**config.mk**
```make
export PLATFORM = sky130hd
export DESIGN_NAME = countdown_ctrl
export DESIGN_NICKNAME = d
export VERILOG_FILES = /design/src/rtl/countdown_ctrl.sv
export SDC_FILE = /design/constraint.sdc
export NUM_CORES = 1
export LEC_CHECK = 0
export CORE_MARGIN = 2
export CORE_UTILIZATION = 25
export DETAILED_ROUTE_END_ITERATION = 6
export GPL_TIMING_DRIVEN = 0
export PLACE_DENSITY = 0.53
export RECOVER_POWER = 100
export SETUP_SLACK_MARGIN = 0.05
export SYNTH_ARGS = -nofsm -noshare
export SYNTH_HDL_FRONTEND = slang
export SYNTH_SLANG_ARGS = --single-unit
```
**constraint.sdc**
```tcl
create_clock -name clk -period 5.4 [get_ports clk]
set_clock_uncertainty 0.15 [all_clocks]
set_input_delay 0.81 -clock clk [delete_from_list [all_inputs] [get_ports clk]]
set_output_delay 0.81 -clock clk [all_outputs]
set_load 0.005 [all_outputs]
```
**src/rtl/countdown_ctrl.sv**
```systemverilog
// countdown_ctrl: responder side of the menu start handshake.
// Holds the menu confirm line through a COUNT_FROM..1 countdown followed by a
// GO banner, then releases it so the menu advances to PLAY. Also drives the
// digit/GO overlay indicators and a one-cycle done pulse.
// Optional build macro: COUNTDOWN_SKIP_EN -- a fresh press during the
// countdown jumps straight to GO.
module countdown_ctrl #(
    parameter int TICKS_PER_SEC = 60,  // 2..255
    parameter int COUNT_FROM    = 3,   // 1..9
    parameter int GO_TICKS      = 30   // 1..255
) (
    input  logic       clk,
    input  logic       reset,
    input  logic       btn_press,
    input  logic       menu_active,
    input  logic       countdown_active,
    output logic       confirm_out,
    output logic [3:0] digit,
    output logic       show_digit,
    output logic       show_go,
    output logic       done
);

    typedef enum logic [2:0] {
        S_IDLE,
        S_ARM,
        S_COUNT,
        S_GO,
        S_DONE
    } state_t;

    localparam logic [7:0] TICK_LAST   = 8'(TICKS_PER_SEC - 1);
    localparam logic [7:0] GO_LAST     = 8'(GO_TICKS - 1);
    localparam logic [3:0] DIGIT_FIRST = 4'(COUNT_FROM);

    state_t     state;
    logic [7:0] tick;
    logic       btn_q;
    logic       press_rise;

    // btn_q powers up high, so a button held through reset never looks like a press
    assign press_rise = btn_press & ~btn_q;

    // handshake FSM; every output is a register updated alongside the state
    always_ff @(posedge clk or posedge reset) begin
        if (reset) begin
            state       <= S_IDLE;
            tick        <= 8'd0;
            btn_q       <= 1'b1;
            confirm_out <= 1'b0;
            digit       <= 4'd0;
            show_digit  <= 1'b0;
            show_go     <= 1'b0;
            done        <= 1'b0;
        end else begin
            btn_q <= btn_press;
            done  <= 1'b0;
            case (state)
                S_IDLE: begin
                    confirm_out <= 1'b0;
                    show_digit  <= 1'b0;
                    show_go     <= 1'b0;
                    // only arm while the menu is showing; presses in PLAY are dropped
                    if (press_rise && menu_active) begin
                        state       <= S_ARM;
                        tick        <= 8'd0;
                        confirm_out <= 1'b1;
                    end
                end

                S_ARM: begin
                    if (countdown_active) begin
                        state      <= S_COUNT;
                        tick       <= 8'd0;
                        digit      <= DIGIT_FIRST;
                        show_digit <= 1'b1;
                    end else if (!menu_active) begin
                        // menu was reset or has already moved on
                        state       <= S_IDLE;
                        tick        <= 8'd0;
                        confirm_out <= 1'b0;
                    end
                end

                S_COUNT: begin
                    // abort wins over both the skip press and tick expiry
                    if (!countdown_active) begin
                        state       <= S_IDLE;
                        tick        <= 8'd0;
                        digit       <= 4'd0;
                        confirm_out <= 1'b0;
                        show_digit  <= 1'b0;
                        show_go     <= 1'b0;
`ifdef COUNTDOWN_SKIP_EN
                    end else if (press_rise) begin
                        state       <= S_GO;
                        tick        <= 8'd0;
                        digit       <= 4'd0;
                        confirm_out <= 1'b0;
                        show_digit  <= 1'b0;
                        show_go     <= 1'b1;
`endif
                    end else if (tick == TICK_LAST) begin
                        tick <= 8'd0;
                        if (digit == 4'd1) begin
                            // dropping confirm here lets the menu enter PLAY
                            state       <= S_GO;
                            digit       <= 4'd0;
                            confirm_out <= 1'b0;
                            show_digit  <= 1'b0;
                            show_go     <= 1'b1;
                        end else begin
                            digit <= digit - 4'd1;
                        end
                    end else begin
                        tick <= tick + 8'd1;
                    end
                end

                S_GO: begin
                    // GO banner stays up for exactly GO_TICKS cycles
                    if (tick == GO_LAST) begin
                        state   <= S_DONE;
                        tick    <= 8'd0;
                        show_go <= 1'b0;
                        done    <= 1'b1;
                    end else begin
                        tick <= tick + 8'd1;
                    end
                end

                S_DONE: begin
                    state <= S_IDLE;
                    tick  <= 8'd0;
                end

                default: begin
                    state       <= S_IDLE;
                    tick        <= 8'd0;
                    digit       <= 4'd0;
                    confirm_out <= 1'b0;
                    show_digit  <= 1'b0;
                    show_go     <= 1'b0;
                end
            endcase
        end
    end

endmodule

```
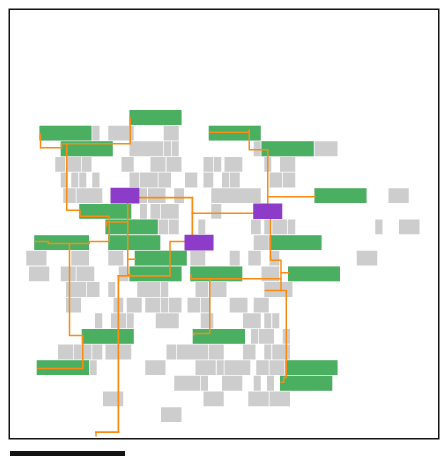
**Above:** routed clock nets over the placement.
Scale bar: 20 um.
Key: orange = clock wires [length 300 um]; purple = clock drivers [count 3]; green = flip-flops [count 20]
There are 4 routed clock nets.
Clock Power: 116 uW
clock group share of total power: 0.174
Worst-Skew Late Latency: 0.26 ns

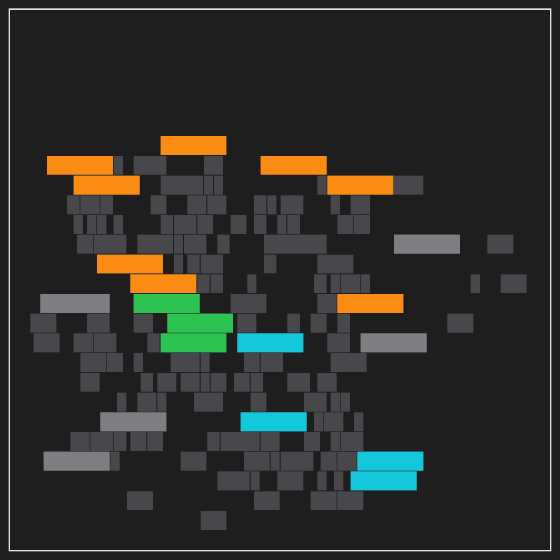
**Above:** sequential cells grouped by signal name.
Other sequential cells in the stronger grey, the rest of the logic in the fainter grey.
Key: cyan = digit [placed flops 4, where bottom middle]; green = state [placed flops 3]; orange = tick [placed flops 8]
Flop+latch power: 217 uW
Seq/total area: 0.338
fin util: 0.312

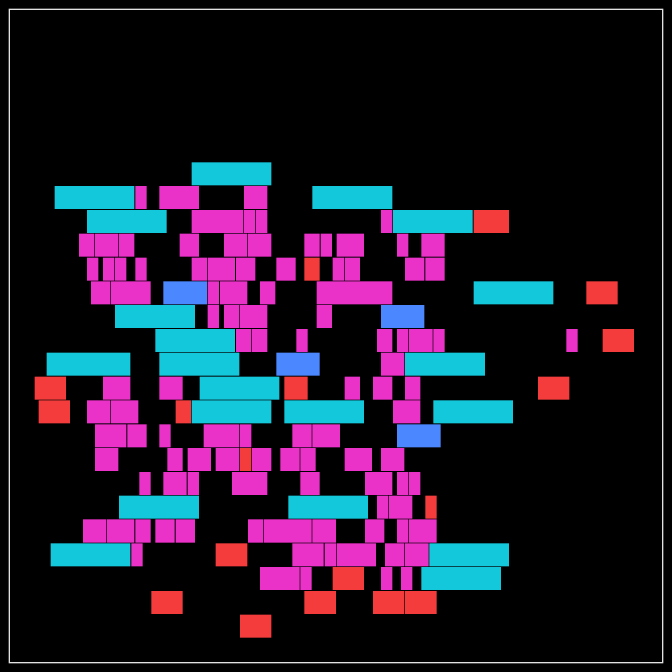
**Above:** cell classes on the final placement.
Key: magenta = combinational and other logic [cells 104, share of their area 49%]; blue = clock drivers and dummy loads [cells 4, share of their area 3.9%]; red = other buffers and delay cells [cells 18, share of their area 11%]; cyan = flops [cells 20, share of their area 36%]
row cnt: 25
final instance area: 1480 sq um

==> qor.csv <==
metric;value;unit
Synth Seq Share;0.404;
detailed placer's ending HPWL;2060;um
tool warnings;28;
Initial DRC Count;39;
nets;156;
CP max stage delay;0.72;ns
YS chip area;1240;sq um
Largest delay share family, worst path;buffers and inverters;
status;complete, no violations;
Slew Limit Fails;0;
deepest clock path buffer count;2;
endpoints failing setup;0;
Buffers & Inverters on Critical Path;3;
first-pass GRT wire length;4640;um
Worst setup SP type;primary input;
root buffer cell;clkbuf_8;
R2R setup slack;2.69;ns
register bit total from synthesis;20;
P_int;400;uW
Cell Type Count;51;
Syn. warnings;0;
ys async rst share;1.00;
sw power;267;uW
IO Port Bufs;12;
CTS tree;built;
max reg flops;8;
[placed cells by master, fill, tap and decap left out, types with 3 or more instances in the layout]
cell           Yosys  layout
dfrtp_1           19      19
nor2_1            12      12
dlygate4sd3_1      0      11
nand2_1           10      10
inv_1              8       8
o21ai_0            7       7
nand3_1            4       4
ha_1               4       4
clkbuf_8           0       4
a21boi_0           3       3
nor2b_1            3       3
o22ai_1            3       3
nor3_1             3       3
o21bai_1           3       3
a21oi_1            2       3
o31ai_1            3       3
[area by class of cell]
cell class,instances,share of cell area
Timing Repair Buffer,12,0.0810
Multi-Input combinational cell,96,0.442
Inverter,8,0.0203
Sequential cell,20,0.338
Buffer,6,0.0245
Tap cell,67,0.0565
Clock buffer,4,0.0371
Power and IR drop assume default switching activity.
